### src/rtl/im_stream_reader_if.sv
// Memory read port and pixel stream port of the image stream reader.
// master is the reader side; slave is the memory plus downstream consumer side.
interface im_stream_reader_if #(
  parameter int IM_DATA_W = 8,
  parameter int IM_ADDR_W = 19,
  parameter int ISEL_W    = 2
);
  logic [ISEL_W-1:0]    isel;
  logic                 r_en;
  logic [IM_ADDR_W-1:0] r_addr;
  logic [IM_DATA_W-1:0] r_data;
  logic                 m_valid;
  logic                 m_ready;
  logic [IM_DATA_W-1:0] m_data;
  logic                 m_sof;
  logic                 m_eol;
  logic                 m_eof;

  modport master (
    output isel, r_en, r_addr, m_valid, m_data, m_sof, m_eol, m_eof,
    input  r_data, m_ready
  );

  modport slave (
    input  isel, r_en, r_addr, m_valid, m_data, m_sof, m_eol, m_eof,
    output r_data, m_ready
  );
endinterface

### src/rtl/im_stream_reader.sv
// Reads one image block from memory in raster order and emits it as a pixel stream
// with sof/eol/eof markers; a two-entry FIFO absorbs backpressure at full read rate.
module im_stream_reader #(
  parameter int IM_DATA_W = 8,
  parameter int IM_ADDR_W = 19,
  parameter int IMG_W     = 640,
  parameter int IMG_H     = 480,
  parameter int ISEL_W    = 2
) (
  input  logic               clk,
  input  logic               rst,
  input  logic               start,
  input  logic               abort,
  input  logic [ISEL_W-1:0]  isel_in,
  output logic               busy,
  output logic               done,
  im_stream_reader_if.master bus
);
  localparam int X_W = (IMG_W > 1) ? $clog2(IMG_W) : 1;
  localparam int Y_W = (IMG_H > 1) ? $clog2(IMG_H) : 1;
  localparam logic [IM_ADDR_W-1:0] LAST_ADDR = IM_ADDR_W'(IMG_W * IMG_H - 1);
  localparam logic [X_W-1:0]       X_LAST    = X_W'(IMG_W - 1);
  localparam logic [Y_W-1:0]       Y_LAST    = Y_W'(IMG_H - 1);

  typedef enum logic [1:0] {IDLE, RUN, DRAIN} state_t;

  state_t               state;
  logic [IM_DATA_W-1:0] fifo_mem [2];
  logic                 rd_ptr;
  logic                 wr_ptr;
  logic [1:0]           count;
  logic                 pending;
  logic                 pop;
  logic                 issue;
  logic [X_W-1:0]       x;
  logic [Y_W-1:0]       y;

  // A read issues only if a FIFO slot is still free once this cycle's pop and arriving data settle;
  // counting the same-cycle pop is what allows one pixel per cycle with only two entries.
  assign pop   = bus.m_valid && bus.m_ready;
  assign issue = (state == RUN) && (count != 2'd2)
                 && (({1'b0, pending} + count - {1'b0, pop}) < 2'd2);

  assign bus.r_en    = issue;
  assign bus.m_valid = (count != 2'd0);
  assign bus.m_data  = fifo_mem[rd_ptr];

  // x/y always describe the FIFO head, because they move only when a pixel transfers.
  assign bus.m_sof = bus.m_valid && (x == '0) && (y == '0);
  assign bus.m_eol = bus.m_valid && (x == X_LAST);
  assign bus.m_eof = bus.m_valid && (x == X_LAST) && (y == Y_LAST);

  always_ff @(posedge clk or negedge rst) begin
    if (!rst) begin
      state       <= IDLE;
      busy        <= 1'b0;
      done        <= 1'b0;
      bus.isel    <= '0;
      bus.r_addr  <= '0;
      fifo_mem[0] <= '0;
      fifo_mem[1] <= '0;
      rd_ptr      <= 1'b0;
      wr_ptr      <= 1'b0;
      count       <= 2'd0;
      pending     <= 1'b0;
      x           <= '0;
      y           <= '0;
    end else begin
      done <= 1'b0;
      case (state)
        IDLE: begin
          if (start) begin
            state      <= RUN;
            busy       <= 1'b1;
            bus.isel   <= isel_in;
            bus.r_addr <= '0;
            x          <= '0;
            y          <= '0;
            rd_ptr     <= 1'b0;
            wr_ptr     <= 1'b0;
            count      <= 2'd0;
            pending    <= 1'b0;
          end
        end
        RUN, DRAIN: begin
          if (abort) begin
            state   <= IDLE;
            busy    <= 1'b0;
            rd_ptr  <= 1'b0;
            wr_ptr  <= 1'b0;
            count   <= 2'd0;
            pending <= 1'b0;
          end else begin
            pending <= issue;
            if (issue) begin
              if (bus.r_addr == LAST_ADDR) state <= DRAIN;
              else bus.r_addr <= bus.r_addr + 1'b1;
            end
            if (pending) begin
              fifo_mem[wr_ptr] <= bus.r_data;
              wr_ptr           <= ~wr_ptr;
            end
            if (pop) begin
              rd_ptr <= ~rd_ptr;
              if (x == X_LAST) begin
                x <= '0;
                y <= y + 1'b1;
              end else begin
                x <= x + 1'b1;
              end
              if (bus.m_eof) begin
                state <= IDLE;
                busy  <= 1'b0;
                done  <= 1'b1;
              end
            end
            count <= count + {1'b0, pending} - {1'b0, pop};
          end
        end
        default: state <= IDLE;
      endcase
    end
  end
endmodule
### src/flat_wrapper.sv
// flat-port wrapper written by rule: the top's interface ports become plain ports
module im_stream_reader_flat 
#(
  parameter int IM_DATA_W = 8,
  parameter int IM_ADDR_W = 19,
  parameter int IMG_W     = 640,
  parameter int IMG_H     = 480,
  parameter int ISEL_W    = 2
)
  (clk, rst, start, abort, isel_in, busy, done, bus_isel, bus_r_en, bus_r_addr, bus_m_valid, bus_m_data, bus_m_sof, bus_m_eol, bus_m_eof, bus_r_data, bus_m_ready);
  im_stream_reader_if #(.IM_DATA_W(IM_DATA_W), .IM_ADDR_W(IM_ADDR_W), .ISEL_W(ISEL_W)) bus_i ();
  input  logic clk;
  input  logic rst;
  input  logic start;
  input  logic abort;
  input  logic [ISEL_W-1:0] isel_in;
  output logic busy;
  output logic done;
  output wire logic [$bits(bus_i.isel)-1:0] bus_isel;
  output wire logic [$bits(bus_i.r_en)-1:0] bus_r_en;
  output wire logic [$bits(bus_i.r_addr)-1:0] bus_r_addr;
  output wire logic [$bits(bus_i.m_valid)-1:0] bus_m_valid;
  output wire logic [$bits(bus_i.m_data)-1:0] bus_m_data;
  output wire logic [$bits(bus_i.m_sof)-1:0] bus_m_sof;
  output wire logic [$bits(bus_i.m_eol)-1:0] bus_m_eol;
  output wire logic [$bits(bus_i.m_eof)-1:0] bus_m_eof;
  input wire logic [$bits(bus_i.r_data)-1:0] bus_r_data;
  input wire logic [$bits(bus_i.m_ready)-1:0] bus_m_ready;
  assign bus_isel = bus_i.isel;
  assign bus_r_en = bus_i.r_en;
  assign bus_r_addr = bus_i.r_addr;
  assign bus_m_valid = bus_i.m_valid;
  assign bus_m_data = bus_i.m_data;
  assign bus_m_sof = bus_i.m_sof;
  assign bus_m_eol = bus_i.m_eol;
  assign bus_m_eof = bus_i.m_eof;
  assign bus_i.r_data = bus_r_data;
  assign bus_i.m_ready = bus_m_ready;
  im_stream_reader #(.IM_DATA_W(IM_DATA_W), .IM_ADDR_W(IM_ADDR_W), .IMG_W(IMG_W), .IMG_H(IMG_H), .ISEL_W(ISEL_W)) u_core (.clk(clk), .rst(rst), .start(start), .abort(abort), .isel_in(isel_in), .busy(busy), .done(done), .bus(bus_i));
endmodule
### config.mk
export PLATFORM = sky130hd
export DESIGN_NAME = im_stream_reader_flat
export DESIGN_NICKNAME = d
export VERILOG_FILES = /design/src/rtl/im_stream_reader_if.sv /design/src/rtl/im_stream_reader.sv /design/src/flat_wrapper.sv
export SDC_FILE = /design/constraint.sdc
export NUM_CORES = 1
export LEC_CHECK = 0
export ABC_AREA = 1
export ABC_CLOCK_PERIOD_IN_PS = 1900
export CORE_ASPECT_RATIO = 0.6
export CORE_UTILIZATION = 55
export DETAILED_ROUTE_END_ITERATION = 8
export HOLD_SLACK_MARGIN = 0.12
export PLACE_DENSITY = 0.89
export RECOVER_POWER = 100
export SLEW_MARGIN = 20
export SYNTH_ARGS = -nofsm -noshare
export SYNTH_HDL_FRONTEND = slang
export SYNTH_SLANG_ARGS = --single-unit
### constraint.sdc
create_clock -name clk -period 1.9 [get_ports clk]
set_input_delay 0.38 -clock clk [delete_from_list [all_inputs] [get_ports clk]]
set_output_delay 0.38 -clock clk [all_outputs]
set_load 0.005 [all_outputs]
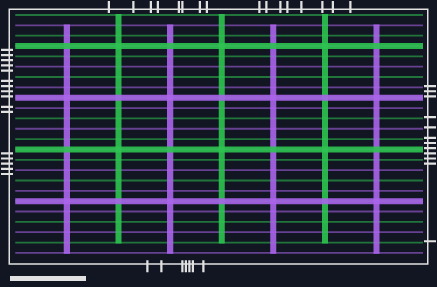
**Above:** run 1 (supply network).
Bar = 20 µm. Pins as bars on the die edge.
color	net
green	VDD
purple	VSS
met1 rails	24
met5 straps	4
met4 straps	7
rows	23

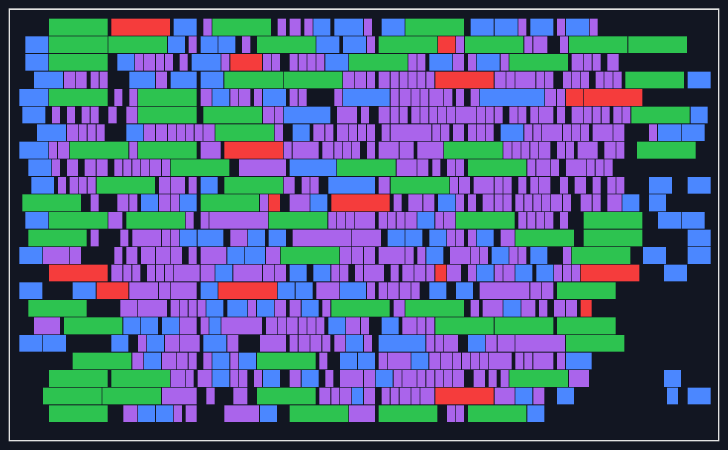
**Above:** run 1 (placed cells, one color a class).
color	class	cells
green	flops	65
blue	other buffers and delay cells	129
red	clock drivers and dummy loads	16
purple	all other logic	445
core area: 6705 µm²
Seq/total area: 29.74%

==> results.yml, run 1 <==
# generated from flow reports
cells_and_area:
  area.share.combinational_pct: 37.70
  nNonClkBuffers: 129
  layout.cell_area.non_filler_um2: 5469
worst_hold_path:
  worst_hold_path.num_cells: 2
yosys:
  yosys-mux-area-fraction_pct: 0.5890
  synthDistinctLibCells: 33
  ys.flop_type: "sky130_fd_sc_hd__dfrtp_1"
  synth.area.top_cells: "sky130_fd_sc_hd__dfrtp_1 43%, sky130_fd_sc_hd__nand2_1 17%, sky130_fd_sc_hd__nor2_1 6.6%, sky130_fd_sc_hd__nand3_1 6.3%, sky130_fd_sc_hd__inv_1 4.5%"
  yosys-dominant-comb-family: "simple AND/OR/NAND/NOR gates"
  yosys_top_cell_by_area: "sky130_fd_sc_hd__dfrtp_1"
  synth_largest_type_area_fraction_pct: 42.54
  adder_share_pct: 2.945
  synth_warnings: 0
  yosys-stat-area_um2: 3824
  synth.yosys.seq_area_share_pct: 42.54
routing:
  dr_wl_met3_um: 1556
  residual_drc_count: 0
  drtIter0Drc: 477
die:
  taps: 87
critical_path:
  cp_cell_sequence: "ha_1 -> nand2_2 -> nor2_2 -> nand4_1 -> nor2_4 -> buf_2"
  endpoint: "bus_m_eof"
  worstPathArrival_ns: 1.69
  critical_path.top_delay_family: "simple AND/OR/NAND/NOR gates"
  worst-r2r-cell-count: 14
  critPathMaxFanout: 3
power_and_ir_drop:
  pwr_density_cell_nw_per_um2: 1052
  seqPwrFrac_pct: 30.7
  finalPower_mw: 5.755
placement:
  pre_cts_ws_ns: -0.6543
sta:
  final.min_clock_period_ns: 2.074
  setup_viol: 28
  tns_ns: -1.094
  timing.final.ws_setup_ns: -0.1736
run_status:
  violated_checks: "negative setup slack"
  run_status: "finished with violations"
grt:
  grt_use_met2_pct: 51.89
  grt_most_used_layer: "met2"
flow_run:
  openroad_warning_count: 32
clock_network:
  clock_sink_count: 65
  cts_resized: 41
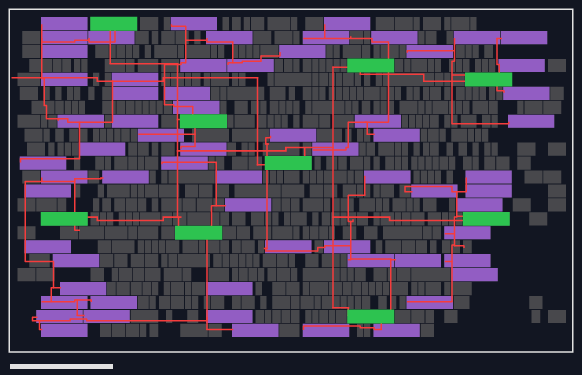
**Above:** run 1 (clock distribution).
Bar = 20 µm.
[green] cells driving clock nets | count: 9
[red] clock wires | length: 924 µm
[purple] flip-flops | count: 65
routed clock nets	10
flops lie	widely spread
Clock net power: 1.57 mW
Clk pwr share: 27.4%
worst-skew pair later-pin latency: 0.35 ns
Post-Route Skew: 0.007362 ns

**Run 1: clock wiring as the flow saved it**

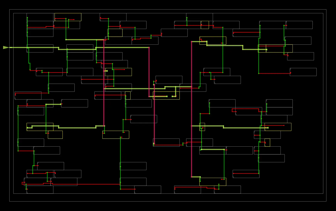

==> run 1 -> run 2 <==
- ABC_CLOCK_PERIOD_IN_PS: 1900 -> 1800
- CORE_UTILIZATION: 55 -> 50
- HOLD_SLACK_MARGIN: 0.12 -> 0.1
- PLACE_DENSITY: 0.89 -> 0.85
- clock period: 1.9 -> 1.8 ns (I/O delays scaled with it)
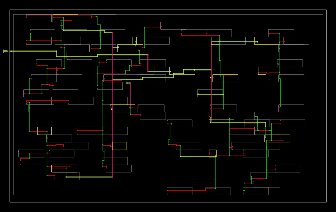
**Above:** run 2 (clock wiring as the flow saved it).
Post-Route Skew: 0.009566 ns
number of sinks on the clock net: 65
flip-flops: 65
Clock net power: 1.71 mW
clock buffers: 13

==> run 2 against run 1 <==
Net effect: the run still ends with negative setup slack left; sequential cell count stayed put; hold slack worse by 0.0045 ns; die area is 9.8% higher; cell count is 4.0% higher; global-route usage is 2.4 points lower; count of clock-buffer cells in the layout is 2 higher; highest routed layer is now met4.
==> results.yml, run 2 <==
# generated from flow reports
yosys:
  ys.flop_type: "sky130_fd_sc_hd__dfrtp_1"
  synth.area.top_cells: "sky130_fd_sc_hd__dfrtp_1 43%, sky130_fd_sc_hd__nand2_1 17%, sky130_fd_sc_hd__nor2_1 6.6%, sky130_fd_sc_hd__nand3_1 6.3%, sky130_fd_sc_hd__inv_1 4.5%"
  adder_share_pct: 2.945
  yosys-stat-area_um2: 3824
  synth.yosys.seq_area_share_pct: 42.54
  yosys_top_cell_by_area: "sky130_fd_sc_hd__dfrtp_1"
  yosys-mux-area-fraction_pct: 0.5890
  synth_largest_type_area_fraction_pct: 42.54
  yosys-dominant-comb-family: "simple AND/OR/NAND/NOR gates"
  async_reset_ff_share_pct: 100.0
  total_cells_reported_by_yosys_after_synthesis: 524
grt:
  antenna_found_initial: 0
  grt_use_met2_pct: 48.93
clock_network:
  worst_skew_pair_later_pin_latency_ns: 0.34
  cts_resized: 68
  cts.root.buffer_cell: "sky130_fd_sc_hd__clkbuf_16"
sta:
  fin_crit_sh_pct: 114.6
  final.min_clock_period_ns: 2.062
  setup_viol: 59
  tns_ns: -7.359
  tightest_slew_ns: 0.9148
  timing.final.ws_setup_ns: -0.2622
power_and_ir_drop:
  finalPower_mw: 6.300
  clock_power_share_pct: 27.2
  switching_share_pct: 38.21
  pwr_density_cell_nw_per_um2: 1116
die:
  core_area_um2: 7327
  die.size.y_um: 69.74
  taps: 104
  chipArea_um2: 8013
critical_path:
  worstPathArrival_ns: 1.70
  critical_path.top_delay_family: "simple AND/OR/NAND/NOR gates"
  worst-r2r-cell-count: 11
  cp_cell_sequence: "nor4_1 -> nand4_1 -> nor3_2 -> buf_2"
  critPathMaxFanout: 2
  endpoint: "bus_m_sof"
run_status:
  violated_checks: "negative setup slack"
  run_status: "finished with violations"
placement:
  pre_cts_ws_ns: -0.6415
routing:
  residual_drc_count: 0
  antenna_violating_nets_post_route: 0
  dr_wl_met3_um: 1316
  met2RoutedLength_um: 6050
worst_hold_path:
  worst_hold_path.num_cells: 2
  hold_path.class: "reg -> reg"
cells_and_area:
  mostFrequentLayoutCells: "161 x sky130_fd_sc_hd__nand2_1, 66 x sky130_fd_sc_hd__buf_4, 63 x sky130_fd_sc_hd__nor2_1"
  layout.cell_area.non_filler_um2: 5645
  seqAreaFraction_pct: 28.88
  nNonClkBuffers: 142
flow_run:
  openroad_warning_count: 32
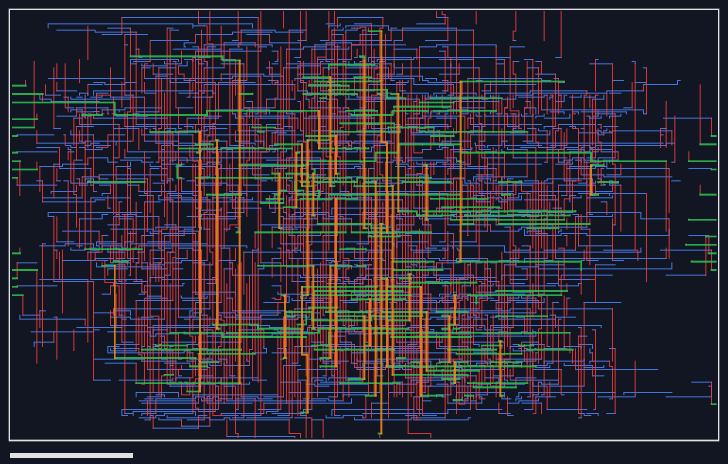
**Above:** run 2 (routed metal, one color a layer).
Bar = 20 µm.
color	layer	wire length
red	met2	6050 µm
orange	met4	623 µm
green	met3	1320 µm
blue	met1	5280 µm

**Run 2: supply network**

Bar = 20 µm. Pins as bars on the die edge.
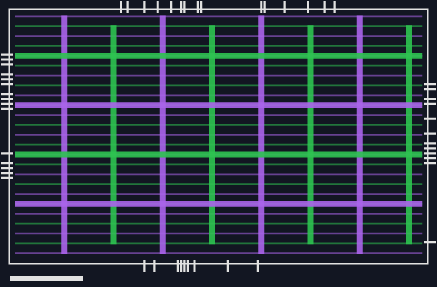

==> run 2 -> run 3 <==
- CELL_PAD_IN_SITES_DETAIL_PLACEMENT: not set -> 0
- CELL_PAD_IN_SITES_GLOBAL_PLACEMENT: not set -> 1
- CORE_UTILIZATION: 50 -> 37
- CTS_BUF_LIST: not set -> sky130_fd_sc_hd__clkbuf_4 sky130_fd_sc_hd__clkbuf_8
- PLACE_DENSITY: 0.85 -> 0.87
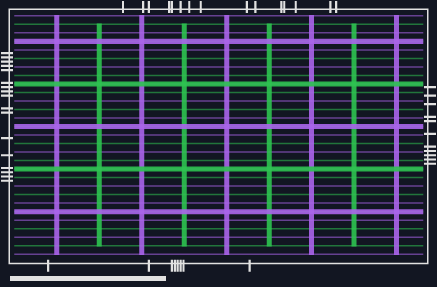
**Above:** run 3 (supply network).
Bar = 50 µm. Pins as bars on the die edge.
color	net
purple	VSS
green	VDD
met1 rails	29
met4 straps	9
core area: 9950 µm²
horizontal die size: 133.2 µm
Chip Height: 80.75 µm

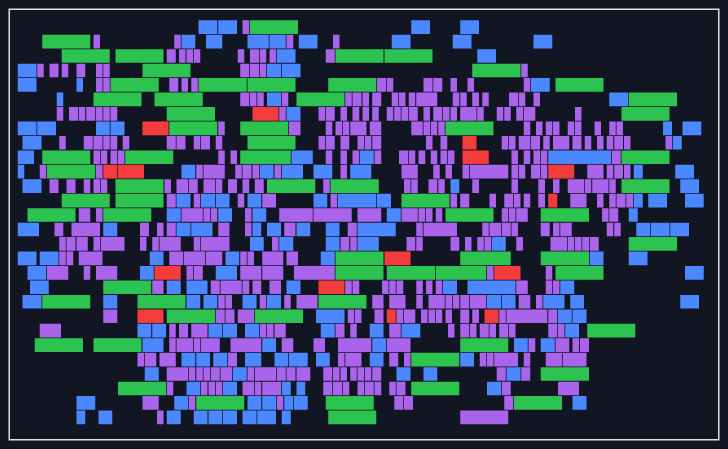
**Above:** run 3 (placed cells, one color a class).
color	class	cells
blue	other buffers and delay cells	160
red	clock drivers and dummy loads	15
purple	all other logic	446
green	flops	65

==> run 3 against run 2 <==
Net effect: cell count grew 6.2%; the run still ends with negative setup slack left; global-route usage shrank 8.2 points; largest cell class unchanged; highest routed layer unchanged; setup slack lost 0.028 ns.
==> results.yml, run 3 <==
# generated from flow reports
routing:
  antenna_violating_nets_post_route: 0
  dr_wl_met3_um: 620
  met2RoutedLength_um: 5052
  drtIter0Drc: 361
power_and_ir_drop:
  switching_share_pct: 38.75
  clock_net_power_mw: 1.13
  finalPower_mw: 5.537
  seqPwrFrac_pct: 33.4
  clock_power_share_pct: 20.4
  pwr_density_cell_nw_per_um2: 974.8
sta:
  setup_viol: 29
  timing.final.ws_setup_ns: -0.2905
  fin_worst_skew_ns: 0.01464
  tns_ns: -2.645
critical_path:
  cp_cell_sequence: "buf_6 -> nand2_1 -> o21ai_2 -> ha_2 -> inv_2 -> nand2_4 -> nand2_4 -> nor2_4 -> buf_4 -> buf_6"
  critical_path.top_delay_family: "buffers and inverters"
  worst-r2r-cell-count: 14
  critPathMaxFanout: 3
  endpoint: "bus_r_en"
cells_and_area:
  mostFrequentLayoutCells: "157 x sky130_fd_sc_hd__nand2_1, 84 x sky130_fd_sc_hd__buf_4, 63 x sky130_fd_sc_hd__nor2_1"
  layout.cell_area.non_filler_um2: 5680
  n_clock_buffer: 10
  seqAreaFraction_pct: 28.70
yosys:
  adder_share_pct: 2.945
  yosys_top_cell_by_area: "sky130_fd_sc_hd__dfrtp_1"
  ys.flop_type: "sky130_fd_sc_hd__dfrtp_1"
  synthDistinctLibCells: 33
  synth_warnings: 0
  async_reset_ff_share_pct: 100.0
  yosys-dominant-comb-family: "simple AND/OR/NAND/NOR gates"
  total_cells_reported_by_yosys_after_synthesis: 524
run_status:
  run_status: "finished with violations"
  violated_checks: "negative setup slack"
clock_network:
  cts.root.buffer_cell: "sky130_fd_sc_hd__clkbuf_8"
  cts_resized: 81
  clock_sink_count: 65
worst_hold_path:
  hold_path.class: "reg -> reg"
grt:
  grt_most_used_layer: "met2"
  grt_use_met2_pct: 35.68
Power is estimated from default activity; no workload was simulated.
